$ cat src/rtl/spi_lcd_reg_reader.sv
// rtl/spi_lcd_reg_reader.sv - 3-wire SPI LCD register read engine (command, dummy, turnaround, capture)
module spi_lcd_reg_reader #(
    parameter int CLK_DIV  = 4,
    parameter int CS_SETUP = 2,
    parameter int CS_HOLD  = 2
) (
    input  logic        clk,
    input  logic        rst_n,
    input  logic        cmd_valid,
    output logic        cmd_ready,
    input  logic [7:0]  cmd_byte,
    input  logic [5:0]  rd_bits,
    input  logic [1:0]  dummy_clks,
    output logic        LCD_CSX,
    output logic        LCD_DC,
    output logic        LCD_SCK,
    output logic        LCD_SDA_out,
    output logic        SDA_Read,
    input  logic        LCD_SDA_in,
    output logic [31:0] rd_data,
    output logic        rd_valid,
    output logic        busy
);

    localparam int DIV_W = (CLK_DIV  < 1) ? 1 : $clog2(CLK_DIV + 1);
    localparam int SET_W = (CS_SETUP < 1) ? 1 : $clog2(CS_SETUP + 1);
    localparam int HLD_W = (CS_HOLD  < 1) ? 1 : $clog2(CS_HOLD + 1);
    localparam int TMR_W = (SET_W > HLD_W) ? SET_W : HLD_W;

    localparam logic [DIV_W-1:0] DIV_LAST   = DIV_W'(CLK_DIV - 1);
    localparam logic [TMR_W-1:0] SETUP_LAST = TMR_W'(CS_SETUP - 1);
    localparam logic [TMR_W-1:0] HOLD_LAST  = TMR_W'(CS_HOLD - 1);

    localparam logic [2:0] S_IDLE  = 3'd0;
    localparam logic [2:0] S_SETUP = 3'd1;
    localparam logic [2:0] S_CMD   = 3'd2;
    localparam logic [2:0] S_DUMMY = 3'd3;
    localparam logic [2:0] S_READ  = 3'd4;
    localparam logic [2:0] S_HOLD  = 3'd5;
    localparam logic [2:0] S_DONE  = 3'd6;

    logic [2:0]       state_q,    state_d;
    logic [DIV_W-1:0] div_q,      div_d;
    logic [TMR_W-1:0] tmr_q,      tmr_d;
    logic [5:0]       bit_q,      bit_d;
    logic [6:0]       cmd_sh_q,   cmd_sh_d;
    logic [5:0]       rd_bits_q,  rd_bits_d;
    logic [1:0]       dummy_q,    dummy_d;
    logic [31:0]      shreg_q,    shreg_d;
    logic [31:0]      rd_data_q,  rd_data_d;
    logic             rd_valid_q, rd_valid_d;
    logic             csx_q,      csx_d;
    logic             sck_q,      sck_d;
    logic             sda_out_q,  sda_out_d;
    logic             sda_read_q, sda_read_d;

    logic        slot_end;
    logic        in_slot;
    logic [5:0]  rd_clamped;
    logic [31:0] rd_mask;

    always_comb begin
        rd_clamped = (rd_bits > 6'd32) ? 6'd32 : rd_bits;
    end

    always_comb begin
        if (rd_bits_q >= 6'd32) begin
            rd_mask = 32'hFFFF_FFFF;
        end else begin
            rd_mask = (32'd1 << rd_bits_q) - 32'd1;
        end
    end

    assign in_slot = (state_q == S_CMD) || (state_q == S_DUMMY) || (state_q == S_READ);

    always_comb begin
        state_d    = state_q;
        div_d      = div_q;
        tmr_d      = tmr_q;
        bit_d      = bit_q;
        cmd_sh_d   = cmd_sh_q;
        rd_bits_d  = rd_bits_q;
        dummy_d    = dummy_q;
        shreg_d    = shreg_q;
        rd_data_d  = rd_data_q;
        rd_valid_d = 1'b0;
        csx_d      = csx_q;
        sck_d      = sck_q;
        sda_out_d  = sda_out_q;
        sda_read_d = sda_read_q;
        slot_end   = 1'b0;

        // One bit slot = CLK_DIV cycles low then CLK_DIV cycles high; the slot ends on the falling edge.
        if (in_slot) begin
            if (div_q != DIV_LAST) begin
                div_d = div_q + DIV_W'(1);
            end else begin
                div_d    = '0;
                sck_d    = ~sck_q;
                slot_end = sck_q;
            end
        end

        case (state_q)
            S_IDLE: begin
                if (cmd_valid) begin
                    state_d    = S_SETUP;
                    cmd_sh_d   = cmd_byte[6:0];
                    rd_bits_d  = rd_clamped;
                    dummy_d    = dummy_clks;
                    csx_d      = 1'b0;
                    sck_d      = 1'b0;
                    sda_out_d  = cmd_byte[7];
                    sda_read_d = 1'b0;
                    tmr_d      = '0;
                    div_d      = '0;
                    bit_d      = '0;
                    shreg_d    = '0;
                end
            end
            S_SETUP: begin
                if (tmr_q == SETUP_LAST) begin
                    state_d = S_CMD;
                    tmr_d   = '0;
                end else begin
                    tmr_d = tmr_q + TMR_W'(1);
                end
            end
            S_CMD: begin
                if (slot_end) begin
                    bit_d     = bit_q + 6'd1;
                    sda_out_d = cmd_sh_q[6];
                    cmd_sh_d  = {cmd_sh_q[5:0], 1'b0};
                    if (bit_q == 6'd7) begin
                        bit_d     = '0;
                        sda_out_d = 1'b0;
                        if (dummy_q != 2'd0) begin
                            state_d    = S_DUMMY;
                            sda_read_d = 1'b1;
                        end else if (rd_bits_q != 6'd0) begin
                            state_d    = S_READ;
                            sda_read_d = 1'b1;
                        end else begin
                            state_d = S_HOLD;
                        end
                    end
                end
            end
            S_DUMMY: begin
                if (slot_end) begin
                    bit_d = bit_q + 6'd1;
                    if (bit_q == {4'd0, dummy_q} - 6'd1) begin
                        bit_d   = '0;
                        state_d = (rd_bits_q != 6'd0) ? S_READ : S_HOLD;
                    end
                end
            end
            S_READ: begin
                // Sample on the edge that ends the high phase, i.e. together with the SCK fall.
                if (slot_end) begin
                    shreg_d = {shreg_q[30:0], LCD_SDA_in};
                    bit_d   = bit_q + 6'd1;
                    if (bit_q == rd_bits_q - 6'd1) begin
                        bit_d   = '0;
                        state_d = S_HOLD;
                    end
                end
            end
            S_HOLD: begin
                if (tmr_q == HOLD_LAST) begin
                    state_d    = S_DONE;
                    tmr_d      = '0;
                    csx_d      = 1'b1;
                    sda_read_d = 1'b0;
                    rd_data_d  = shreg_q & rd_mask;
                    rd_valid_d = 1'b1;
                end else begin
                    tmr_d = tmr_q + TMR_W'(1);
                end
            end
            S_DONE: begin
                state_d = S_IDLE;
            end
            default: begin
                state_d    = S_IDLE;
                csx_d      = 1'b1;
                sck_d      = 1'b0;
                sda_out_d  = 1'b0;
                sda_read_d = 1'b0;
            end
        endcase
    end

    always_ff @(posedge clk or negedge rst_n) begin
        if (!rst_n) begin
            state_q    <= S_IDLE;
            div_q      <= '0;
            tmr_q      <= '0;
            bit_q      <= '0;
            cmd_sh_q   <= '0;
            rd_bits_q  <= '0;
            dummy_q    <= '0;
            shreg_q    <= '0;
            rd_data_q  <= '0;
            rd_valid_q <= 1'b0;
            csx_q      <= 1'b1;
            sck_q      <= 1'b0;
            sda_out_q  <= 1'b0;
            sda_read_q <= 1'b0;
        end else begin
            state_q    <= state_d;
            div_q      <= div_d;
            tmr_q      <= tmr_d;
            bit_q      <= bit_d;
            cmd_sh_q   <= cmd_sh_d;
            rd_bits_q  <= rd_bits_d;
            dummy_q    <= dummy_d;
            shreg_q    <= shreg_d;
            rd_data_q  <= rd_data_d;
            rd_valid_q <= rd_valid_d;
            csx_q      <= csx_d;
            sck_q      <= sck_d;
            sda_out_q  <= sda_out_d;
            sda_read_q <= sda_read_d;
        end
    end

    assign cmd_ready   = (state_q == S_IDLE);
    assign busy        = ~cmd_ready;
    assign LCD_CSX     = csx_q;
    assign LCD_DC      = 1'b0;
    assign LCD_SCK     = sck_q;
    assign LCD_SDA_out = sda_out_q;
    assign SDA_Read    = sda_read_q;
    assign rd_data     = rd_data_q;
    assign rd_valid    = rd_valid_q;

endmodule

$ cat config.mk
export PLATFORM = sky130hd
export DESIGN_NAME = spi_lcd_reg_reader
export DESIGN_NICKNAME = d
export VERILOG_FILES = /design/src/rtl/spi_lcd_reg_reader.sv
export SDC_FILE = /design/constraint.sdc
export NUM_CORES = 1
export LEC_CHECK = 0
export ABC_CLOCK_PERIOD_IN_PS = 5300
export CAP_MARGIN = 20
export CORE_UTILIZATION = 25
export CTS_BUF_LIST = sky130_fd_sc_hd__clkbuf_4 sky130_fd_sc_hd__clkbuf_8
export CTS_CLUSTER_DIAMETER = 50
export DETAILED_ROUTE_END_ITERATION = 8
export GPL_TIMING_DRIVEN = 1
export SLEW_MARGIN = 40
export SYNTH_ARGS = -nofsm -noshare
export SYNTH_HDL_FRONTEND = slang
export SYNTH_SLANG_ARGS = --single-unit
$ cat constraint.sdc
create_clock -name clk -period 5.3 [get_ports clk]
set_clock_uncertainty 0.1 [all_clocks]
set_input_delay 1.325 -clock clk [delete_from_list [all_inputs] [get_ports clk]]
set_output_delay 1.325 -clock clk [all_outputs]
set_load 0.02 [all_outputs]
==> images/layers.png <==
Drawn at 2 px/um.
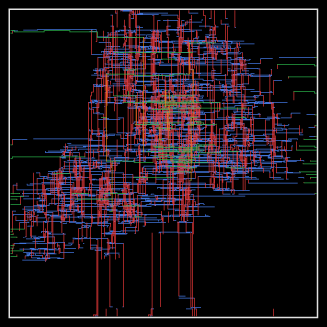
| layer | color | wire length |
|---|---|---|
| M4 | orange | 269 um |
| M3 | green | 967 um |
| M1 | blue | 7650 um |
| M2 | red | 7060 um |
DR WL/cell: 15.9 um
total global-route track usage: 14.2%
vias: 5041

==> images/congestion_map.png <==
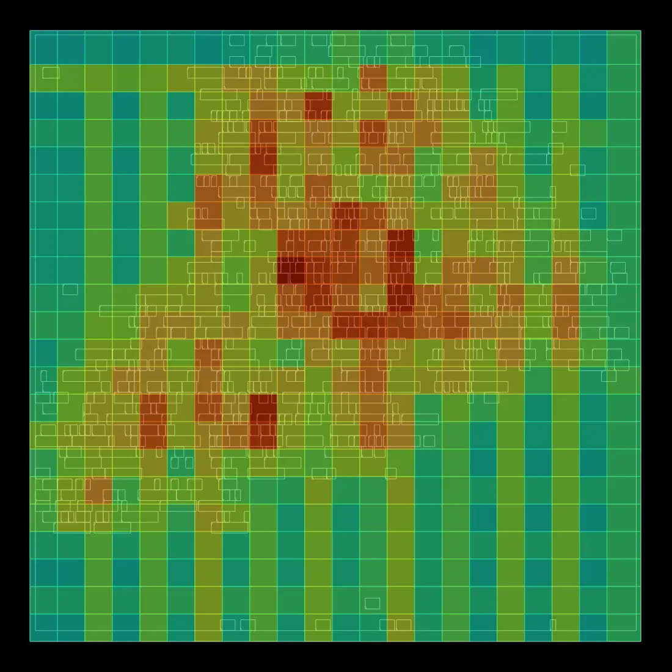
GR Layer Usage met3: 3.49%
met2 Use GR: 21.4%

==> images/ff_map.png <==
Drawn at 3 px/um.
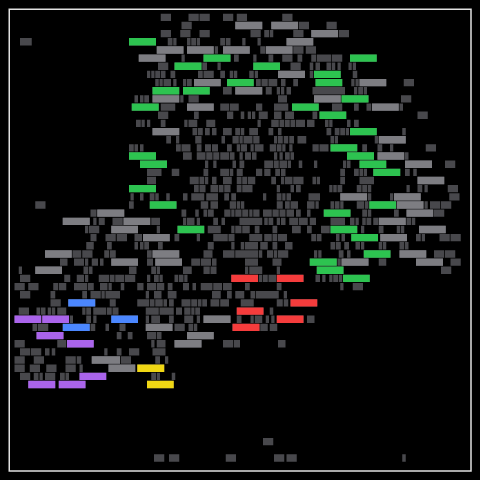
| signal | color | placed flops |
|---|---|---|
| dummy_q | yellow | 2 |
| cmd_sh_q | purple | 7 |
| div_q | blue | 3 |
| shreg_q | green | 32 |
| rd_bits_q | red | 6 |
not colored: 48
power in sequential cells: 1.01 mW
area taken by flip-flops and latches: 2450 um^2
fraction of standard cell area that is sequential: 36.5%
utilization after layout: 29.8%

==> area by class of cell <==
| class | count | area (um^2) | share of cell area [%] |
|---|---|---|---|
| Clock buffer | 10 | 131 | 1.96 |
| Clock inverter | 6 | 66.3 | 0.987 |
| Inverter | 17 | 63.8 | 0.950 |
| Multi-Input combinational cell | 519 | 3000 | 44.7 |
| Sequential cell | 98 | 2450 | 36.5 |
| Tap cell | 285 | 357 | 5.31 |
| Timing Repair Buffer | 66 | 642 | 9.56 |
==> layout by cell type (no fill, tap or decap), types with 4 or more instances in the layout <==
cell type | Yosys | final
sky130_fd_sc_hd__nand2_1 | 132 | 132
sky130_fd_sc_hd__dfrtp_1 | 97 | 97
sky130_fd_sc_hd__o21ai_0 | 67 | 67
sky130_fd_sc_hd__clkdlybuf4s50_1 | 0 | 57
sky130_fd_sc_hd__nand3_1 | 51 | 50
sky130_fd_sc_hd__nor2_1 | 45 | 45
sky130_fd_sc_hd__a21oi_1 | 32 | 32
sky130_fd_sc_hd__mux2i_1 | 22 | 22
sky130_fd_sc_hd__inv_1 | 17 | 17
sky130_fd_sc_hd__nor3_1 | 16 | 14
sky130_fd_sc_hd__xor2_1 | 13 | 13
sky130_fd_sc_hd__nor2b_1 | 12 | 12
sky130_fd_sc_hd__xnor2_1 | 11 | 11
sky130_fd_sc_hd__ha_1 | 10 | 10
sky130_fd_sc_hd__nand2b_1 | 9 | 9
sky130_fd_sc_hd__clkbuf_8 | 0 | 9
sky130_fd_sc_hd__buf_4 | 1 | 8
sky130_fd_sc_hd__or3_1 | 7 | 7
sky130_fd_sc_hd__a31oi_1 | 7 | 7
sky130_fd_sc_hd__a211oi_1 | 6 | 6
sky130_fd_sc_hd__and3_1 | 5 | 5
sky130_fd_sc_hd__or2_2 | 5 | 5
sky130_fd_sc_hd__o221ai_1 | 5 | 5
sky130_fd_sc_hd__nand3b_1 | 5 | 5
sky130_fd_sc_hd__nor3b_1 | 4 | 4
==> power groups by stage <==
stage	Combinational [mW]	Clock, mW	Sequential, mW
final	1.66	0.507	1.01
after global routing	1.84	0.546	1.03
after CTS	1.64	0.522	1.01
after global placement	1.63	0	1.02
after detailed placement	1.63	0	1.02
after floorplan	1.30	0	0.940
==> flip-flops by register name (all words and copies together) (netlist names), 3 cells and up <==
| signal | flops |
|---|---|
| rd_data | 32 |
| shreg_q | 32 |
| cmd_sh_q | 7 |
| bit_q | 6 |
| rd_bits_q | 6 |
| div_q | 3 |
| state_q | 3 |
==> critical path, cell delays in order (launching register included) <==
cell	delay (ns)
sky130_fd_sc_hd__dfrtp_1	0.63
sky130_fd_sc_hd__nor3_1	0.48
sky130_fd_sc_hd__clkdlybuf4s50_1	0.69
==> worst paths after layout <==
check | startpoint | end | slack (ns) | depth (start not counted)
worst max register to register | rd_bits_q[0] | rd_data[30] | 1.87 | 11
worst min register to register | rd_data[2] | rd_data[2] | 0.39 | 2
worst min-delay path | rd_data[2] | rd_data[2] | 0.39 | 2
worst max-delay path | state_q[0] | cmd_ready | 1.70 | 2
max in group asynchronous | rst_n | rd_data[14] | 3.40 | 2
min in group asynchronous | rst_n | shreg_q[27] | 0.85 | 1
==> impl_results.rst <==
Run summary
-----------

.. list-table::
   :header-rows: 1

   * - Metric
     - Value
   * - Outcome
     - finished clean
   * - Wire length of the first global-routing pass
     - 26600 um
   * - Number of cells produced by synthesis
     - 685
   * - Number of antenna diodes
     - 0
   * - Router iterations before antenna repair
     - 5
   * - Number of distinct library cells after synthesis
     - 61
   * - Biggest area consumer among synthesized cells
     - sky130_fd_sc_hd__dfrtp_1
   * - Number of vias per cell after detailed routing
     - 5.04
   * - Max frequency
     - 278 MHz
   * - Area share of the largest cell type after synthesis
     - 42.4%
   * - Worst hold-check path type
     - reg -> reg
   * - Nature of the critical path endpoint
     - primary output
   * - Share of total power in sequential cells
     - 31.8%
   * - IR drop worst, VDD
     - 0.000191 V
   * - Share of synthesized area occupied by flip-flops and latches
     - 42.8%
   * - Clock latency at the later pin of the worst-skew pair
     - 0.39 ns
   * - Total negative setup slack
     - 0 ns
   * - Minimum hold slack
     - 0.387 ns
   * - Unrepaired setup endpoints after global routing
     - false
   * - Post-CTS Repair Setup Buffers
     - 0
   * - Setup violations, final
     - 0
   * - Total congestion overflow after global routing
     - 0
   * - Data required time of the critical path
     - 3.88 ns
   * - Placed cell count
     - 985
   * - H-tree Lvls
     - 3
   * - Post-route clock period utilization
     - 67.9%
   * - Adder-cell share of the synthesized area
     - 2.18%
   * - Biggest combinational cell group after synthesis
     - simple AND/OR/NAND/NOR gates
   * - Complex Gates by Area
     - 16.6%
   * - Largest net degree at the start of global routing
     - 74
   * - Post-synth ARST share
     - 100%
   * - Slew at the pin closest to its max-slew limit
     - 0.838 ns
   * - Residual DRC count
     - 0
   * - Proportion of power drawn by combinational gates
     - 52.3%
   * - Tally of OpenROAD warnings
     - 30
   * - Core area
     - 22600 um^2
   * - Share of layout cells above drive strength 1
     - 6.01%
   * - Total I/O pin count
     - 60
No activity file was given, so power comes from the tool's default toggle rates.
